==> src/rtl/output_port_fifo_if.sv <==
// Write-port / display-side signal bundle for output_port_fifo.
// The processor side drives master; the FIFO implements slave.
interface output_port_fifo_if #(
  parameter int WORD_W = 8
);
  logic [WORD_W-1:0] Wdata;
  logic              WE;
  logic [WORD_W-1:0] digits;
  logic              valid;
  logic              full;
  logic              empty;
  logic              overflow;

  modport master (
    output Wdata, WE,
    input  digits, valid, full, empty, overflow
  );

  modport slave (
    input  Wdata, WE,
    output digits, valid, full, empty, overflow
  );
endinterface

==> src/rtl/output_port_fifo.sv <==
// Buffered output port: queues processor writes in a small FIFO and shows
// each word on digits for at least HOLD_CYCLES clocks.
module output_port_fifo #(
  parameter int WORD_W      = 8,
  parameter int DEPTH       = 4,
  parameter int HOLD_CYCLES = 4
) (
  input  logic                clock,
  input  logic                reset,
  output_port_fifo_if.slave   bus
);

  localparam int PTR_W  = $clog2(DEPTH);
  localparam int CNT_W  = PTR_W + 1;
  localparam int HOLD_W = (HOLD_CYCLES > 1) ? $clog2(HOLD_CYCLES) : 1;

  logic [WORD_W-1:0] r_mem [DEPTH];
  logic [PTR_W-1:0]  r_wr_ptr;
  logic [PTR_W-1:0]  r_rd_ptr;
  logic [CNT_W-1:0]  r_count;
  logic [HOLD_W-1:0] r_hold;
  logic [WORD_W-1:0] r_digits;
  logic              r_valid;
  logic              r_overflow;

  logic w_full;
  logic w_empty;
  logic w_push;
  logic w_pop;
  logic w_drop;

  // Status comes only from registered count, so WE never reaches full/empty.
  assign w_full  = (r_count == CNT_W'(DEPTH));
  assign w_empty = (r_count == '0);
  assign w_push  = bus.WE && !w_full;
  assign w_drop  = bus.WE && w_full;
  assign w_pop   = !w_empty && (r_hold == '0);

  // Storage holds data only; stale entries are unreachable once count is cleared.
  always_ff @(posedge clock) begin
    if (w_push) r_mem[r_wr_ptr] <= bus.Wdata;
  end

  always_ff @(posedge clock or posedge reset) begin
    if (reset) begin
      r_wr_ptr   <= '0;
      r_rd_ptr   <= '0;
      r_count    <= '0;
      r_hold     <= '0;
      r_digits   <= '0;
      r_valid    <= 1'b0;
      r_overflow <= 1'b0;
    end else begin
      if (w_push) r_wr_ptr <= r_wr_ptr + PTR_W'(1);
      if (w_drop) r_overflow <= 1'b1;

      case ({w_push, w_pop})
        2'b10:   r_count <= r_count + CNT_W'(1);
        2'b01:   r_count <= r_count - CNT_W'(1);
        default: r_count <= r_count;
      endcase

      if (w_pop) begin
        r_digits <= r_mem[r_rd_ptr];
        r_rd_ptr <= r_rd_ptr + PTR_W'(1);
        r_hold   <= HOLD_W'(HOLD_CYCLES - 1);
        r_valid  <= 1'b1;
      end else if (r_hold != '0) begin
        r_hold <= r_hold - HOLD_W'(1);
      end
    end
  end

  assign bus.digits   = r_digits;
  assign bus.valid    = r_valid;
  assign bus.full     = w_full;
  assign bus.empty    = w_empty;
  assign bus.overflow = r_overflow;

endmodule

==> src/flat_wrapper.sv <==
// flat-port wrapper written by rule: the top's interface ports become plain ports
module output_port_fifo_flat 
#(
  parameter int WORD_W      = 8,
  parameter int DEPTH       = 4,
  parameter int HOLD_CYCLES = 4
)
  (clock, reset, bus_Wdata, bus_WE, bus_digits, bus_valid, bus_full, bus_empty, bus_overflow);
  output_port_fifo_if #(.WORD_W(WORD_W)) bus_i ();
  input  logic clock;
  input  logic reset;
  input wire logic [$bits(bus_i.Wdata)-1:0] bus_Wdata;
  input wire logic [$bits(bus_i.WE)-1:0] bus_WE;
  output wire logic [$bits(bus_i.digits)-1:0] bus_digits;
  output wire logic [$bits(bus_i.valid)-1:0] bus_valid;
  output wire logic [$bits(bus_i.full)-1:0] bus_full;
  output wire logic [$bits(bus_i.empty)-1:0] bus_empty;
  output wire logic [$bits(bus_i.overflow)-1:0] bus_overflow;
  assign bus_i.Wdata = bus_Wdata;
  assign bus_i.WE = bus_WE;
  assign bus_digits = bus_i.digits;
  assign bus_valid = bus_i.valid;
  assign bus_full = bus_i.full;
  assign bus_empty = bus_i.empty;
  assign bus_overflow = bus_i.overflow;
  output_port_fifo #(.WORD_W(WORD_W), .DEPTH(DEPTH), .HOLD_CYCLES(HOLD_CYCLES)) u_core (.clock(clock), .reset(reset), .bus(bus_i));
endmodule
==> config.mk <==
export PLATFORM = sky130hd
export DESIGN_NAME = output_port_fifo_flat
export DESIGN_NICKNAME = d
export VERILOG_FILES = /design/src/rtl/output_port_fifo_if.sv /design/src/rtl/output_port_fifo.sv /design/src/flat_wrapper.sv
export SDC_FILE = /design/constraint.sdc
export NUM_CORES = 1
export LEC_CHECK = 0
export ABC_AREA = 1
export CORE_ASPECT_RATIO = 1.1
export CORE_MARGIN = 2
export CORE_UTILIZATION = 50
export CTS_CLUSTER_SIZE = 28
export DETAILED_ROUTE_END_ITERATION = 8
export GPL_ROUTABILITY_DRIVEN = 1
export GPL_TIMING_DRIVEN = 0
export PLACE_DENSITY = 0.78
export SKIP_LAST_GASP = 1
export SLEW_MARGIN = 20
export SYNTH_ARGS = -nofsm -noshare
export SYNTH_HDL_FRONTEND = slang
export SYNTH_SLANG_ARGS = --single-unit
==> constraint.sdc <==
create_clock -name clock -period 1.8 [get_ports clock]
set_clock_uncertainty 0.1 [all_clocks]
set_input_delay 0.18 -clock clock [delete_from_list [all_inputs] [get_ports clock]]
set_output_delay 0.18 -clock clock [all_outputs]
set_load 0.01 [all_outputs]
==> changes_impl.md, run 1 <==
### Changed

- Status: finished, violations left
- Failing checks: negative setup slack
- CTS tree: yes
- Cells after Synth: 227
- Final instance area: 2780 um^2
- VDD IR-drop max: 0.752 mV
- Initial antenna violation count: 0
- Root Buffer: clkbuf_8
- Setup Viol. Count Final: 2
- GPL Wtd Cong: 0.758
- Row cnt: 25
- Cells in synth_stat.txt: 227
- Syn nets: 245
- H-tree Lvls: 2
- Layout cell share with drive strength beyond 1: 0.158
- Critical Path End: u_core.r_count[2]$_DFFE_PP0P_
- Clk buf depth: 2
- Cell Area, Placed: 2590 um^2
- Detailed-route via count: 1,557
- Hold buffers post-CTS: 0
- CTS Sinks: 51
- Clock buffer count from CTS: 5
- #FFs+latches synth: 51
- Worst-margin pin slew: 0.763 ns
- Filler instances: 340
- CP startpoint kind: flip-flop
- Cell Type Count: 22
- Die H: 74.7 um
- DRT Pass-1 Iters: 4
- Worst path cell trace: inv_1 -> nand2_2 -> nand2_4 -> inv_6 -> ha_4 -> inv_2 -> fa_2 -> inv_1 -> nand2_1 -> nand3_2 -> xor2_1
- Setup WS pre-CTS: -0.242 ns
- Flop2flop setup slack: -0.13 ns
- Clock period minus worst slack: 1.93 ns
- Mapped cell area: 2270 um^2
- Power Density: 1630 nW/um^2
- Synth Warn #: 0
- R2R cell count: 11
- Syn avg cell area: 10.0 um^2
- Iter 0 DRT Violations: 114
- Largest net degree at the start of global routing: 20
- Tool Warnings: 31
- Fmax: 518 MHz
- Ports: 23
- Slew Limit Headroom: 0.489
- CP Capture Type: flip-flop
- Worst reg2reg path startpoint: u_core.r_count[2]$_DFFE_PP0P_
- Slew Viols, Final: 0
- FF-to-FF End: u_core.r_count[2]$_DFFE_PP0P_
- CP Depth: 11
- # diodes: 0
- Reg clk slew, reported paths: 0.10 ns
- Top cell area share: 0.422
- Register share after synthesis: 0.631
- Layout Nets: 283
- Cycle use final: 1.07
- Unrepaired setup endpoints after global routing: true
- Max-Cap Viols: 0
- Global-route wire length before repair: 6980 um
- Vias in the first global route: 1,497
- Die Width: 68.3 um
- Area Overhead vs Synth: 22.3%
- Largest cells by area: edfxtp_1 (42%), dfrtp_1 (21%), nand2_1 (12%)
- HP Class: input pin to async pin
- Gr ovfl total: 0
- Die area: 5110 um^2
- PnR worst setup slack: -0.132 ns
- Critical path required time: 1.94 ns
- Setup Crit Path Kind: flip-flop to flip-flop
- Largest area contributor in the netlist: edfxtp_1
- DP HPWL: 2710 um
- Routed WL: 4340 um
- Critical path launch point: u_core.r_count[2]$_DFFE_PP0P_
- Slowest cell on the critical path: dfrtp_1
- Final Hold Viols: 0
- Max incr delay on CP: 0.46 ns
- Vias per cell: 4.87
- Number of port buffers: 22
- CP arrival: 2.07 ns
- CP dominant cell by count: inv_1
- Final TNS setup: -0.137 ns
- P_leak: 1.33 nW
- CP bufs+invs: 4
- Hold WS: 0.193 ns
- Crit-path leading delay family: adder cells
- Residual DRC count: 0
- CP Max Fanout: 3
- Late-Pin Clk Latency: 0.31 ns
- Yosys chip area: 2270 um^2
run 1: synthesized netlist by cell type:
library cell  count
xor2_1            3
edfxtp_1         32
a31o_2            1
buf_2             1
nor2_4            1
o21ai_0           1
buf_6             2
nand3_1          19
a21oi_1           1
nand2_4           1
dfrtp_1          19
or2_1             1
o21ai_1           1
nand2_2           2
nand2_1          74
inv_4             2
ha_1              6
fa_1              1
xnor2_1           2
inv_1            50
buf_4             2
nor2_1            5
run 1: per-layer routing:
| layer | part of all wire | vias up | GRT usage |
|---|---|---|---|
| met4 | 0.021 | 0 | 0.0600 |
| li1 | - | 771 | - |
| met2 | 0.55 | 33 | 0.357 |
| met5 | 0 | - | 0 |
| met1 | 0.39 | 744 | 0.218 |
| met3 | 0.040 | 9 | 0.0404 |
run 1: where the power goes:
part	internal, W	switching [W]
clock	0.000286	0.000404
combinational	0.000890	0.00119
sequential	0.00161	0.000167
total	0.00279	0.00176
run 1: worst reg2reg max path, delay by kind of cell, from the launching register on:
family / cells / cell delay (ns)
fa+ha+maj: 2 / 0.48
xor+xnor: 1 / 0.17
simple gates: 4 / 0.33
flops: 1 / 0.46
buf+inv: 4 / 0.31
run 1: cells by family after synthesis:
group,count (synthesis),share of synthesized area
buffers and inverters,57,0.107
and+or+nand+nor,103,0.190
DFF,51,0.631
adders and majority gates,7,0.0418
AOI/OAI and AO/OA,4,0.0104
xor gates and xnor gates,5,0.0193
run 1: sequential cells by signal, summed over array words and instances, names as in the netlist:
signal               flops
u_core.r_mem            32
u_core.bus.digits        8
u_core.r_count           3
u_core.r_hold            2
u_core.r_rd_ptr          2
u_core.r_wr_ptr          2
u_core.bus.overflow      1
u_core.bus.valid         1
run 1: what timing repair did:
item	in CTS	in global routing
pin swaps	6	2
endpoints found under the setup margin	29	10
buffers inserted	5	4
gates resized	10	3
run 1: metrics by stage:
stage | power (W) | instances
after global placement | 0.00356 | 303
after floorplan | 0.00304 | 227
after global routing | 0.00492 | 320
final | 0.00455 | 320
after detailed placement | 0.00365 | 303
after CTS | 0.00446 | 316
run 1: placed cells by master, fill, tap and decap left out:
cell type         n
ha_4              2
nor2_2            3
or2_1             1
a31o_2            1
a21oi_1           1
o21ai_1           2
nand3_1          18
clkbuf_8          5
xnor2_1           2
inv_8             1
nand2_2           2
dfrtp_2           1
nor2_1            2
nand3_2           1
inv_2             3
clkinv_4          1
nor2_4            1
fa_2              1
inv_4             1
clkdlybuf4s50_1  20
dfrtp_1          18
nand2_1          72
edfxtp_1         32
xor2_1            3
buf_2             1
dlygate4sd2_1     2
buf_6             2
inv_6             1
ha_1              4
inv_1            47
buf_4            11
nand2_4           3
clkinvlp_4        1
run 1: cell type report:
type / instances / area (um^2) / share of cell area
Timing Repair Buffer: 31 / 285 / 0.103
Multi-Input combinational cell: 119 / 651 / 0.234
Buffer: 5 / 42.5 / 0.0153
Inverter: 52 / 203 / 0.0728
Sequential cell: 51 / 1440 / 0.517
Tap cell: 54 / 67.6 / 0.0243
Clock buffer: 5 / 68.8 / 0.0247
Clock inverter: 3 / 27.5 / 0.00989
**Run 1: cell area per tile**

The die is cut into 7 by 7 equal tiles; white is low, dark blue is high, 0 to 100% covered.
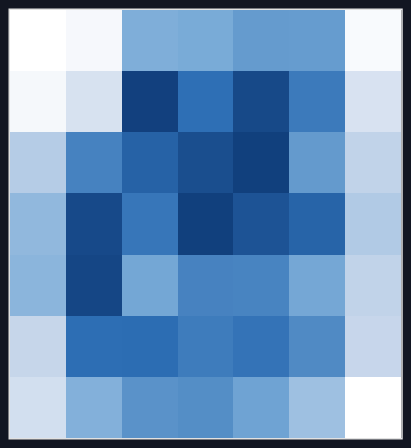
4.1% of the tiles are nearly empty. 22% of the tiles are over 75% full. The mean over all tiles is 53%. The densest ninth of the die: centre. The fullest tile reaches 94%.
FP Util: 0.523
core area: 4350 um^2
fin util: 0.640

**Run 1: logic cells by family**

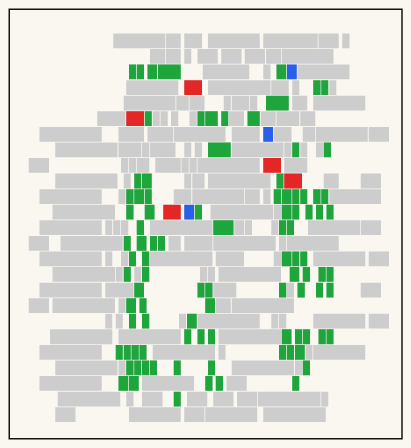
Blue is inverting AOI/OAI gates, cells 3, most used o21ai_1. Green is NAND gates, cells 96, most used nand2_1. Red is XOR/XNOR gates, cells 5, most used xor2_1.
Layout Cells excl Fill: 320
Top cell excl fill/tap: nand2_1
Comb area share: 0.234

**Run 1: routing congestion map**

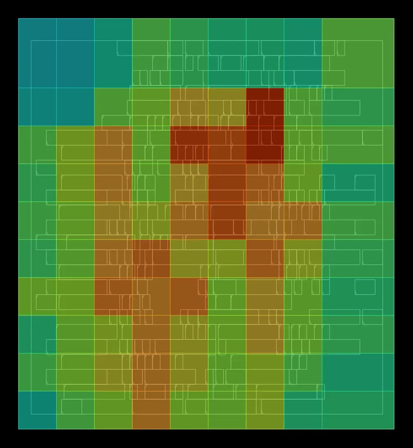
routed len/inst: 13.6 um
Total Routing Usage GR: 0.192

## Run 2: what changed since run 1
Settings changed: CORE_UTILIZATION 50 to 53, CTS_BUF_LIST set to sky130_fd_sc_hd__clkbuf_4 sky130_fd_sc_hd__clkbuf_8, PLACE_DENSITY 0.78 to 0.82.
==> run 2 against run 1 <==
The run still ends with negative setup slack left. Critical path depth decreased by 2. Worst hold slack gained 0.020 ns. Setup slack better by 0.10 ns. Design area up 0.31%. Die size down 5.3%. Power is 1.4% higher. Utilization increased by 4.9 points. Routed wire length shrank 3.6%. Maximum frequency up 5.6%. Non-clock buffer count down 1. Critical path type unchanged. Largest power group unchanged.
==> changes_impl.md, run 2 <==
### Changed

- Row cnt: 24
- Die Width: 66.5 um
- Mapped cell area: 2270 um^2
- VDD IR-drop max: 0.663 mV
- Synth Warn #: 0
- CP Capture Type: flip-flop
- #FFs+latches synth: 51
- Syn avg cell area: 10.0 um^2
- GPL Wtd Cong: 0.768
- Top cell excl fill/tap: nand2_1
- Top cell area share: 0.422
- Cell Area, Placed: 2580 um^2
- Worst-margin pin slew: 0.836 ns
- Slowest cell on the critical path: dfrtp_1
- CTS Sinks: 51
- Slew Limit Headroom: 0.440
- Ports: 23
- Largest cells by area: edfxtp_1 (42%), dfrtp_1 (21%), nand2_1 (12%)
- Critical Path End: u_core.r_count[2]$_DFFE_PP0P_
- Hold WS: 0.213 ns
- Slew Viols, Final: 0
- Failing checks: negative setup slack
- Power Density: 1650 nW/um^2
- HP Class: input pin to async pin
- PnR worst setup slack: -0.0297 ns
- Die area: 4830 um^2
- Cycle use final: 1.02
- Syn nets: 245
- CP Depth: 9
- Tool Warnings: 31
- Cells in synth_stat.txt: 227
- CP dominant cell by count: nand2_2
- Clk buf depth: 2
- DP HPWL: 2580 um
- Count leader, synth: nand2_1
- Core area: 4050 um^2
- Unrepaired setup endpoints after global routing: true
- Max reg flops: 32
- # diodes: 0
- Setup Viol. Count Final: 2
- Area Overhead vs Synth: 22.7%
- Final TNS setup: -0.0370 ns
- Largest net degree at the start of global routing: 20
- Vias in the first global route: 1,435
- Largest area contributor in the netlist: edfxtp_1
- Status: finished, violations left
- Residual DRC count: 0
- CP arrival: 1.92 ns
- H-tree Lvls: 2
- Number of synthesized flops with an enable pin: 32
- Global-route wire length before repair: 6670 um
- FP Util: 0.561
- P_leak: 1.33 nW
- Root Buffer: clkbuf_8
- Number of port buffers: 22
- Cell Type Count: 22
- Top_reg_cell synth: edfxtp_1
- Most frequent cells in the layout: nand2_1 (72), inv_1 (46), edfxtp_1 (32)
- CP bufs+invs: 1
- DRT Pass-1 Iters: 4
- Setup Crit Path Kind: flip-flop to flip-flop
- Reg clk slew, reported paths: 0.09 ns
- Cells after Synth: 227
- Yosys chip area: 2270 um^2
- FF-to-FF End: u_core.r_count[2]$_DFFE_PP0P_
- Most flops, register: u_core.r_mem
- Max incr delay on CP: 0.42 ns
- Final Hold Viols: 0
- Layout cell share with drive strength beyond 1: 0.158
- Critical path launch point: u_core.r_count[1]$_DFFE_PP0P_
- Filler instances: 316
- Die H: 72.7 um
- Crit-path leading delay family: adder cells
- Hold buffers post-CTS: 0
- CP startpoint kind: flip-flop
- Top cells by count: nand2_1 (74), inv_1 (50), edfxtp_1 (32)
- Clock period minus worst slack: 1.83 ns
[run 2: metrics by stage]
stage	setup slack (ns)	cells
6_report	-0.0297	317
5_1_grt	-0.0982	317
4_1_cts	-0.0682	315
3_5_place_dp	-0.180	301
3_3_place_gp	-0.165	301
2_1_floorplan	0.0140	227
[run 2: cell type report]
cell class              count  area [um^2]  share of cell area
clock buffers               6         82.6              0.0296
flip-flops and latches     51         1440               0.515
well taps                  52         65.1              0.0233
plain buffers               5         42.5              0.0152
multi-input cells         119          646               0.231
clock inverters             2         35.0              0.0126
inverters                  52          205              0.0735
repair buffers             30          278              0.0995
[run 2: logic make-up (layout without fill, tap and decap cells)]
logic type	count (synthesis)	in the layout	share of synthesized area
simple gates	103	103	0.190
buf+inv	57	95	0.107
flops	51	51	0.631
fa+ha+maj	7	7	0.0418
xor+xnor	5	5	0.0193
compound gates	4	4	0.0104
[run 2: power breakdown]
part | total, W | switching [W] | internal, W
clock network | 0.000813 | 0.000363 | 0.000450
logic | 0.00203 | 0.00116 | 0.000867
registers | 0.00177 | 0.000156 | 0.00161
[run 2: worst min-delay path by stage]
| stage | startpoint | endpoint | slack [ns] | depth (start not counted) |
|---|---|---|---|---|
| floorplan | reset | u_core.bus.digits[0]$_DFFE_PP0P_ | 0.03 | 1 |
| global route | reset | u_core.bus.digits[3]$_DFFE_PP0P_ | 0.27 | 2 |
| finish | reset | u_core.r_hold[1]$_DFFE_PP0P_ | 0.21 | 2 |
| detailed placement | u_core.bus.valid$_DFFE_PP0P_ | u_core.bus.valid$_DFFE_PP0P_ | 0.35 | 1 |
| CTS | reset | u_core.r_hold[1]$_DFFE_PP0P_ | 0.24 | 2 |
| global placement | u_core.bus.valid$_DFFE_PP0P_ | u_core.bus.valid$_DFFE_PP0P_ | 0.35 | 1 |
[run 2: per-layer routing]
metal | wire, um | up-vias
li1 | - | 761
met1 | 1650 | 698
met2 | 2270 | 39
met3 | 197 | 6
met4 | 65 | 0
met5 | 0 | -
[run 2: timing repair]
item                       CTS  global route
setup endpoints to repair   36            10
buffers inserted             6             2
pin swaps                    3             4
resized                      8             5
**Run 2: M2 wires**

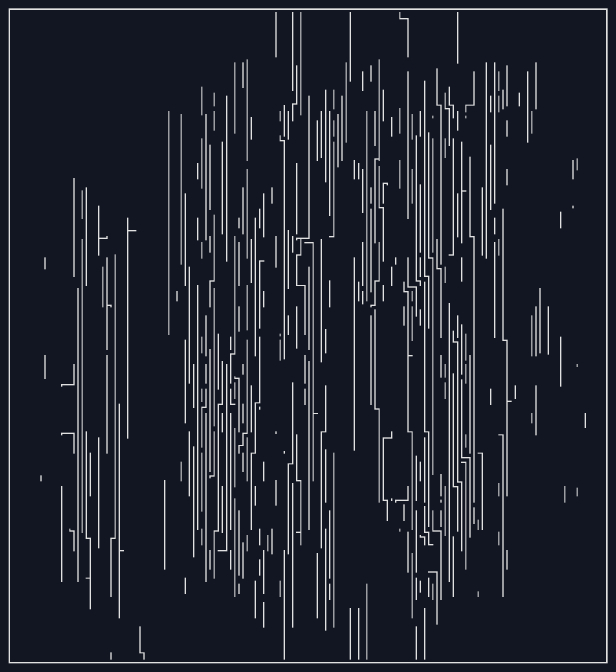
The wires run mostly vertical. The layer carries 2,270 um of wire. The longest straight run is 32.6 um. The layer holds 54% of the routed length.
Routed WL: 4190 um
detailed-route via count: 1,504

**Run 2: routing congestion map**

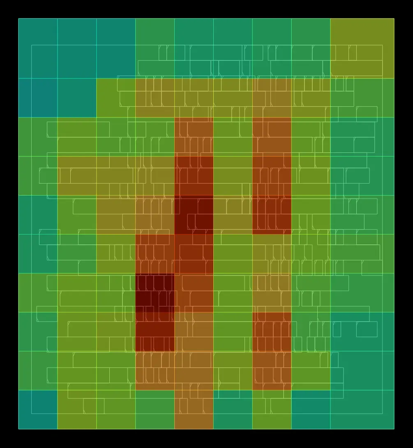
met1 GRT Util: 0.236
Total Routing Usage GR: 0.193
routed len/inst: 13.2 um
met2 Use GR: 0.323

## Run 3: what changed since run 2
Settings changed: CTS_CLUSTER_DIAMETER set to 60.
==> run 3 against run 2 <==
The run still ends with negative setup slack left. Final cell count is the same. First-iteration DRC count is the same. Sequential cell count is the same. Sequential share of layout area is the same. Die size is the same. Worst hold slack is the same. Power is the same. Design area is the same. Count of clock-buffer cells in the layout is the same. Register-to-register slack is essentially flat. Routed wire length is the same. Critical endpoint unchanged.
==> changes_impl.md, run 3 <==
### Changed

- Status: finished, violations left
- Failing checks: negative setup slack
- Vias per cell: 4.74
- Fmax: 547 MHz
- Row cnt: 24
- Die H: 72.7 um
- Setup Crit Path Kind: flip-flop to flip-flop
- DP HPWL: 2580 um
- Synth mux share: 0
- Number of port buffers: 22
- Most frequent cells in the layout: nand2_1 (72), inv_1 (46), edfxtp_1 (32)
- R2R cell count: 9
- Largest area contributor in the netlist: edfxtp_1
- CP Max Fanout: 4
- P_leak: 1.33 nW
- Iter 0 DRT Violations: 151
- Cell Type Count: 22
- Synth Warn #: 0
- Vias in the first global route: 1,435
- Max-Cap Viols: 0
- Register Area: 1440 um^2
- Clock buffer count from CTS: 5
- Yosys chip area: 2270 um^2
- Tool Warnings: 31
- FP Util: 0.561
- Global-route wire length before repair: 6670 um
- PnR worst setup slack: -0.0297 ns
- Syn nets: 245
- Most flops, register: u_core.r_mem
- Initial antenna violation count: 0
- Gr ovfl total: 0
- Cells after Synth: 227
- Setup Viol. Count Final: 2
- Logic area: 646 um^2
- Syn avg cell area: 10.0 um^2
- Cells in synth_stat.txt: 227
- Filler instances: 316
- Die Width: 66.5 um
- Flop2flop setup slack: -0.03 ns
- DRT Pass-1 Iters: 4
- Top cell area share: 0.422
- Adder Share, Synth: 0.0418
- Register share after synthesis: 0.631
- CTS Sinks: 51
- FF-to-FF End: u_core.r_count[2]$_DFFE_PP0P_
- Largest cells by area: edfxtp_1 (42%), dfrtp_1 (21%), nand2_1 (12%)
- Reg clk slew, reported paths: 0.09 ns
- CP startpoint kind: flip-flop
- Clk buf depth: 2
- Core area: 4050 um^2
- Layout cell share with drive strength beyond 1: 0.158
- Pwr Total: 0.00461 W
- Post-synthesis simple-gate area fraction: 0.190
- Mapped cell area: 2270 um^2
- #FFs+latches synth: 51
- GPL Wtd Cong: 0.768
==> run 3: metal layers <==
layer | routed length (um) | GRT usage | vias up
li1 | - | - | 761
met2 | 2270 | 0.323 | 39
met1 | 1650 | 0.236 | 698
met5 | 0 | 0 | -
met4 | 65 | 0.0794 | 0
met3 | 197 | 0.0525 | 6
==> run 3: logic make-up after synthesis <==
kind of cell / Yosys count
compound gates: 4
fa+ha+maj: 7
flops: 51
buf+inv: 57
xor+xnor: 5
simple gates: 103
==> run 3: stage by stage <==
stage	hold WS, ns	setup slack, ns	instance area [um^2]	util	std cells
final	0.213	-0.0297	2790	0.689	317
after global routing	0.271	-0.0982	2790	0.689	317
after CTS	0.236	-0.0682	2760	0.681	315
after detailed placement	0.354	-0.180	2580	0.638	301
after global placement	0.349	-0.165	2580	0.638	301
after floorplan	0.0311	0.0140	2300	-	227
==> run 3: worst max-delay path by stage <==
stage	startpoint	endpoint	slack, ns	depth (start not counted)
floorplan	u_core.r_count[1]$_DFFE_PP0P_	u_core.r_count[2]$_DFFE_PP0P_	0.01	9
global placement	bus_WE	u_core.r_mem[3][4]$_DFFE_PP_	-0.17	3
detailed placement	bus_WE	u_core.r_mem[3][6]$_DFFE_PP_	-0.18	3
CTS	u_core.r_count[0]$_DFFE_PP0P_	u_core.r_count[2]$_DFFE_PP0P_	-0.07	9
global route	u_core.r_count[1]$_DFFE_PP0P_	u_core.r_count[2]$_DFFE_PP0P_	-0.1	10
finish	u_core.r_count[1]$_DFFE_PP0P_	u_core.r_count[2]$_DFFE_PP0P_	-0.03	9
==> run 3: cell type report <==
class | count | share of cell area
well taps | 52 | 0.0233
multi-input cells | 119 | 0.231
inverters | 52 | 0.0735
flip-flops and latches | 51 | 0.515
repair buffers | 30 | 0.0995
clock inverters | 2 | 0.0126
clock buffers | 6 | 0.0296
plain buffers | 5 | 0.0152
==> run 3: critical path, stage by stage (launching register included) <==
cell	delay, ns
dfrtp_1	0.42
nor2_4	0.18
nand2_2	0.09
nand2_4	0.09
ha_4	0.14
inv_2	0.04
fa_2	0.37
nand2_2	0.07
nand3_2	0.07
xor2_1	0.14
==> run 3: timing repair <==
item                       CTS  global route
hold buffers                 0             0
buffers inserted             6             2
setup endpoints to repair   36            10
pin swaps                    3             4
gates resized                8             5
==> run 3: where the power goes <==
group / internal [W] / switching [W]
clock network: 0.000450 / 0.000363
logic: 0.000867 / 0.00116
registers: 0.00161 / 0.000156
**Run 3: M2 wires**

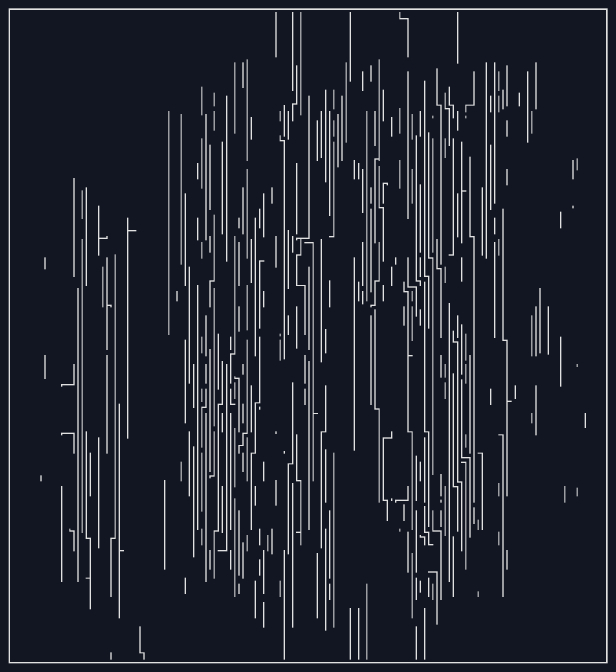
The layer carries 2,270 um of wire. The longest straight run is 32.6 um. The layer holds 54% of the routed length. The wires run mostly vertical.

**Run 3: logic cells by family**

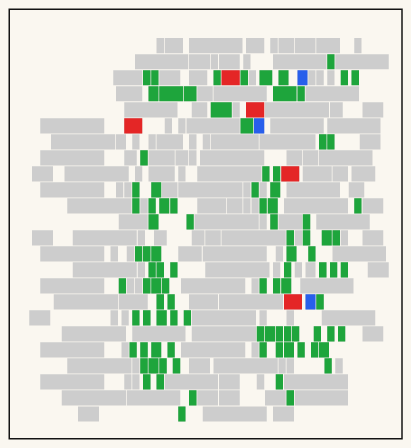
Blue is inverting AOI/OAI gates, cells 3. Red is XOR/XNOR gates, cells 5, most used xor2_1. Green is NAND gates, cells 96, most used nand2_1.
Comb area share: 0.231
Layout Cells excl Fill: 317

Power is estimated from default activity; no workload was simulated.
